**src/rtl/adder_serial.sv**
```systemverilog
// adder_serial: digit-serial add/subtract unit.
//
// Takes two WIDTH-bit operands plus carry/borrow-in and a mode bit over a
// valid/ready handshake, then walks the operands LSB first, DIGIT bits per
// cycle, through a single DIGIT-bit adder slice and a carry flop. The result
// (sum, carryout, signed overflow) is held on a valid/ready output.
//
// Ports
//   clk, rst          clock (rising edge), asynchronous active-high reset
//   in_valid/in_ready input handshake; operands sampled only on accept edge
//   input1, input2    operands A and B
//   carryin           add: carry-in, sub: borrow-in
//   sub               0 = A+B+carryin, 1 = A-B-carryin
//   out_valid/out_ready output handshake; result held until out_ready
//   sum               result mod 2^WIDTH
//   carryout          add: carry-out, sub: 1 = no borrow
//   overflow          two's-complement signed overflow
module adder_serial #(
  parameter int WIDTH = 8,
  parameter int DIGIT = 1
) (
  input  logic             clk,
  input  logic             rst,
  input  logic             in_valid,
  output logic             in_ready,
  input  logic [WIDTH-1:0] input1,
  input  logic [WIDTH-1:0] input2,
  input  logic             carryin,
  input  logic             sub,
  output logic             out_valid,
  input  logic             out_ready,
  output logic [WIDTH-1:0] sum,
  output logic             carryout,
  output logic             overflow
);

  localparam int STEPS = WIDTH / DIGIT;
  localparam int CW    = (STEPS > 1) ? $clog2(STEPS) : 1;

  typedef enum logic [1:0] {IDLE, RUN, DONE} state_t;

  state_t                 state_q, state_d;
  logic [WIDTH-1:0]       a_q, b_q, sum_q;
  logic                   carry_q, carryout_q, overflow_q;
  logic [CW-1:0]          cnt_q;
  logic                   last;
  logic [DIGIT:0]         slice;
  logic [WIDTH+DIGIT-1:0] sum_cat;

  // Operands are shifted right each step, so the active slice always sits in
  // the low DIGIT bits; the result is shifted in from the top the same way,
  // landing in its final position after STEPS cycles.
  assign last    = (cnt_q == CW'(STEPS - 1));
  assign slice   = {1'b0, a_q[DIGIT-1:0]} + {1'b0, b_q[DIGIT-1:0]}
                 + {{DIGIT{1'b0}}, carry_q};
  assign sum_cat = {slice[DIGIT-1:0], sum_q};

  // State register
  always_ff @(posedge clk or posedge rst) begin
    if (rst) state_q <= IDLE;
    else     state_q <= state_d;
  end

  // Next-state logic
  always_comb begin
    state_d = state_q;
    case (state_q)
      IDLE:    if (in_valid)  state_d = RUN;
      RUN:     if (last)      state_d = DONE;
      DONE:    if (out_ready) state_d = IDLE;
      default:                state_d = IDLE;
    endcase
  end

  // Output logic
  always_comb begin
    in_ready  = (state_q == IDLE);
    out_valid = (state_q == DONE);
    sum       = sum_q;
    carryout  = carryout_q;
    overflow  = overflow_q;
  end

  // Datapath
  always_ff @(posedge clk or posedge rst) begin
    if (rst) begin
      a_q        <= '0;
      b_q        <= '0;
      sum_q      <= '0;
      carry_q    <= 1'b0;
      carryout_q <= 1'b0;
      overflow_q <= 1'b0;
      cnt_q      <= '0;
    end else begin
      case (state_q)
        IDLE: if (in_valid) begin
          // A - B - bin == A + ~B + ~bin
          a_q     <= input1;
          b_q     <= sub ? ~input2 : input2;
          carry_q <= carryin ^ sub;
          cnt_q   <= '0;
        end
        RUN: begin
          a_q     <= a_q >> DIGIT;
          b_q     <= b_q >> DIGIT;
          sum_q   <= sum_cat[WIDTH+DIGIT-1:DIGIT];
          carry_q <= slice[DIGIT];
          cnt_q   <= cnt_q + 1'b1;
          if (last) begin
            carryout_q <= slice[DIGIT];
            // carry into MSB = a^b^s at the MSB, so ovf = a^b^s^cout
            overflow_q <= a_q[DIGIT-1] ^ b_q[DIGIT-1]
                        ^ slice[DIGIT-1] ^ slice[DIGIT];
          end
        end
        default: ;
      endcase
    end
  end

endmodule

```
**config.mk**
```make
export PLATFORM = sky130hd
export DESIGN_NAME = adder_serial
export DESIGN_NICKNAME = d
export VERILOG_FILES = /design/src/rtl/adder_serial.sv
export SDC_FILE = /design/constraint.sdc
export NUM_CORES = 1
export LEC_CHECK = 0
export CAP_MARGIN = 0
export CORE_ASPECT_RATIO = 1.5
export CORE_MARGIN = 8
export CORE_UTILIZATION = 35
export DETAILED_ROUTE_END_ITERATION = 8
export HOLD_SLACK_MARGIN = 0.15
export PLACE_DENSITY = 0.64
export SYNTH_ARGS = -nofsm -noshare
export SYNTH_HDL_FRONTEND = slang
export SYNTH_SLANG_ARGS = --single-unit
```
**constraint.sdc**
```tcl
create_clock -name clk -period 1.8 [get_ports clk]
set_input_delay 0.27 -clock clk [delete_from_list [all_inputs] [get_ports clk]]
set_output_delay 0.27 -clock clk [all_outputs]
set_load 0.005 [all_outputs]
```
Figure 1. Pin placement.
Pins as bars across the die edge, other pins in gray.
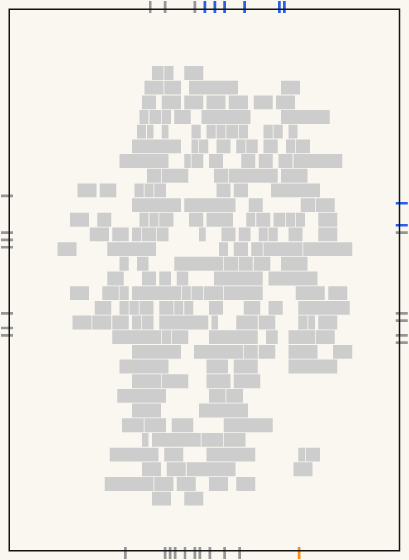
color	port	pins	direction	edge
blue	input1	8	input	6 north, 2 east
orange	rst	1	input	south
all pins by edge	11 south, 9 north, 7 west, 7 east

Figure 2. Cell outlines without signal wires.
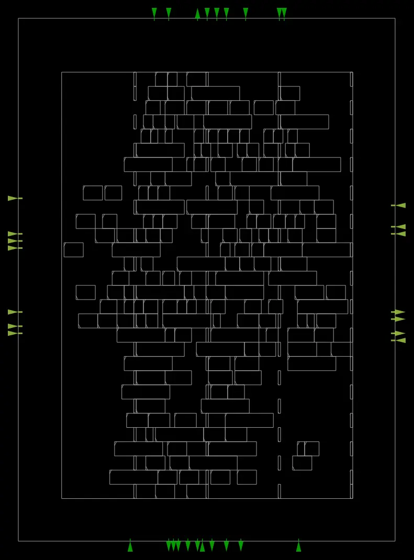
Rows: 30
tap cells: 64
Finished Layout Cells: 258

Figure 3. Signal wires on met3.
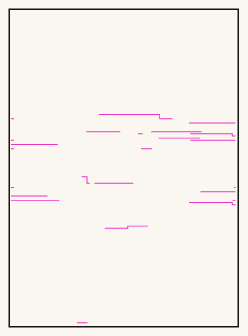
share of all routed wire	5.7%
nets with wire on the layer	21
longest straight run	19.1 microns
wire length on this layer	215 microns

Figure 4. Clock network drawn from the DEF.
Bar = 20 microns.
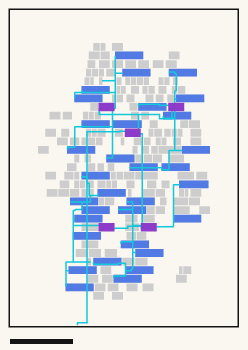
[cyan] clock wires | length: 467 microns
[blue] flip-flops | count: 32
[purple] clock-net drivers | count: 5
routed clock nets	6

==> out/results.ini <==
[setup_path]
path_buffers = 2
crit_chain = nand2b_4, inv_1, clkdlybuf4s50_1
path_class = register to output pin

[yosys]
yosys.area_share.adder_pct = 2.73
topCellsByArea = dfrtp_1 49%, a22oi_1 6.8%, nor2b_1 5.7%, xor2_1 5.3%, a21oi_1 5.2%

[place]
port_buffers = 33
gp_congestion = 0.816

[route]
wl_met1_microns = 1440
vias_per_cell = 4.96
top_layer_used = met4
drc = 0
routed-wl-met3_microns = 214

[clock_network]
clock_sinks = 32
h-tree-depth = 2
clock_path_buffers = 2
cts_buffers = 5

[final_timing]
worst_pin_slew_ns = 0.412
tns_ns = 0
rsz0062_at_grt = false

[finish]
antenna_cells = 0
layout_top_cell = clkdlybuf4s50_1
postLayoutCoreUtil_pct = 48.4

[pwr]
combPwrFrac_pct = 43.1
clkPwrFrac_pct = 17.6

[floorplan]
initCoreUtil_pct = 36.3
design.die.area_sq_mm = 0.00721

[status]
outcome = complete, no violations

[global_route]
grt_use_total_pct = 11.4

[run]
warnings = 26

## registers in the layout, summed over array words and instances (netlist names)
signal,count
carryout,1
a_q,8
carry_q,1
overflow,1
sum,8
cnt_q,3
b_q,8
state_q,2
## final cells by class
class	count	area share (%)
clock buffer	8	4.10
multi-input combinational	105	35.1
inverter	3	0.513
tap	64	3.64
timing repair buffer	46	20.0
sequential	32	36.6
## how the worst max path moves through the flow
stage,start,endpoint,depth (start not counted)
2_1_floorplan,a_q[0],overflow,4
3_3_place_gp,a_q[0],overflow,4
3_5_place_dp,a_q[0],overflow,4
4_1_cts,state_q[0],out_valid,3
5_1_grt,state_q[1],in_ready,2
6_report,state_q[0],out_valid,3
## cells in the mapped netlist
cell / count
o21ai_0: 17
buf_6: 2
nor2b_2: 1
o21bai_1: 1
xnor2_1: 2
a22oi_1: 15
mux2_4: 4
clkbuf_1: 2
mux2i_1: 1
dfrtp_1: 32
fa_1: 1
nor2_1: 2
a21oi_1: 17
buf_4: 1
clkbuf_2: 1
and2b_1: 3
buf_2: 6
o21ai_1: 1
nor2b_1: 15
nand2_2: 1
mux2_2: 7
inv_1: 3
a22o_1: 2
xor2_1: 10
ha_1: 2
nand2_1: 2
nand2b_1: 1
## worst reg2reg max path: stages (launching register included)
cell	delay (ns)
dfrtp_1	0.43
fa_1	0.51
xnor2_1	0.24
xnor2_1	0.10
mux2_4	0.27
## power groups by stage
stage / clock (uW) / sequential, uW / combinational (uW)
after floorplan: 0 / 1200 / 924
after global placement: 0 / 1250 / 1300
after detailed placement: 0 / 1280 / 1360
after CTS: 584 / 1270 / 1360
after global routing: 615 / 1310 / 1530
final: 565 / 1270 / 1380
## routing by layer
layer / up-vias / track usage, %
li1: 610 / -
met1: 632 / 12.1
met2: 33 / 19.4
met3: 4 / 3.39
met4: 0 / 6.32
met5: - / 0
Power and IR drop assume default switching activity.
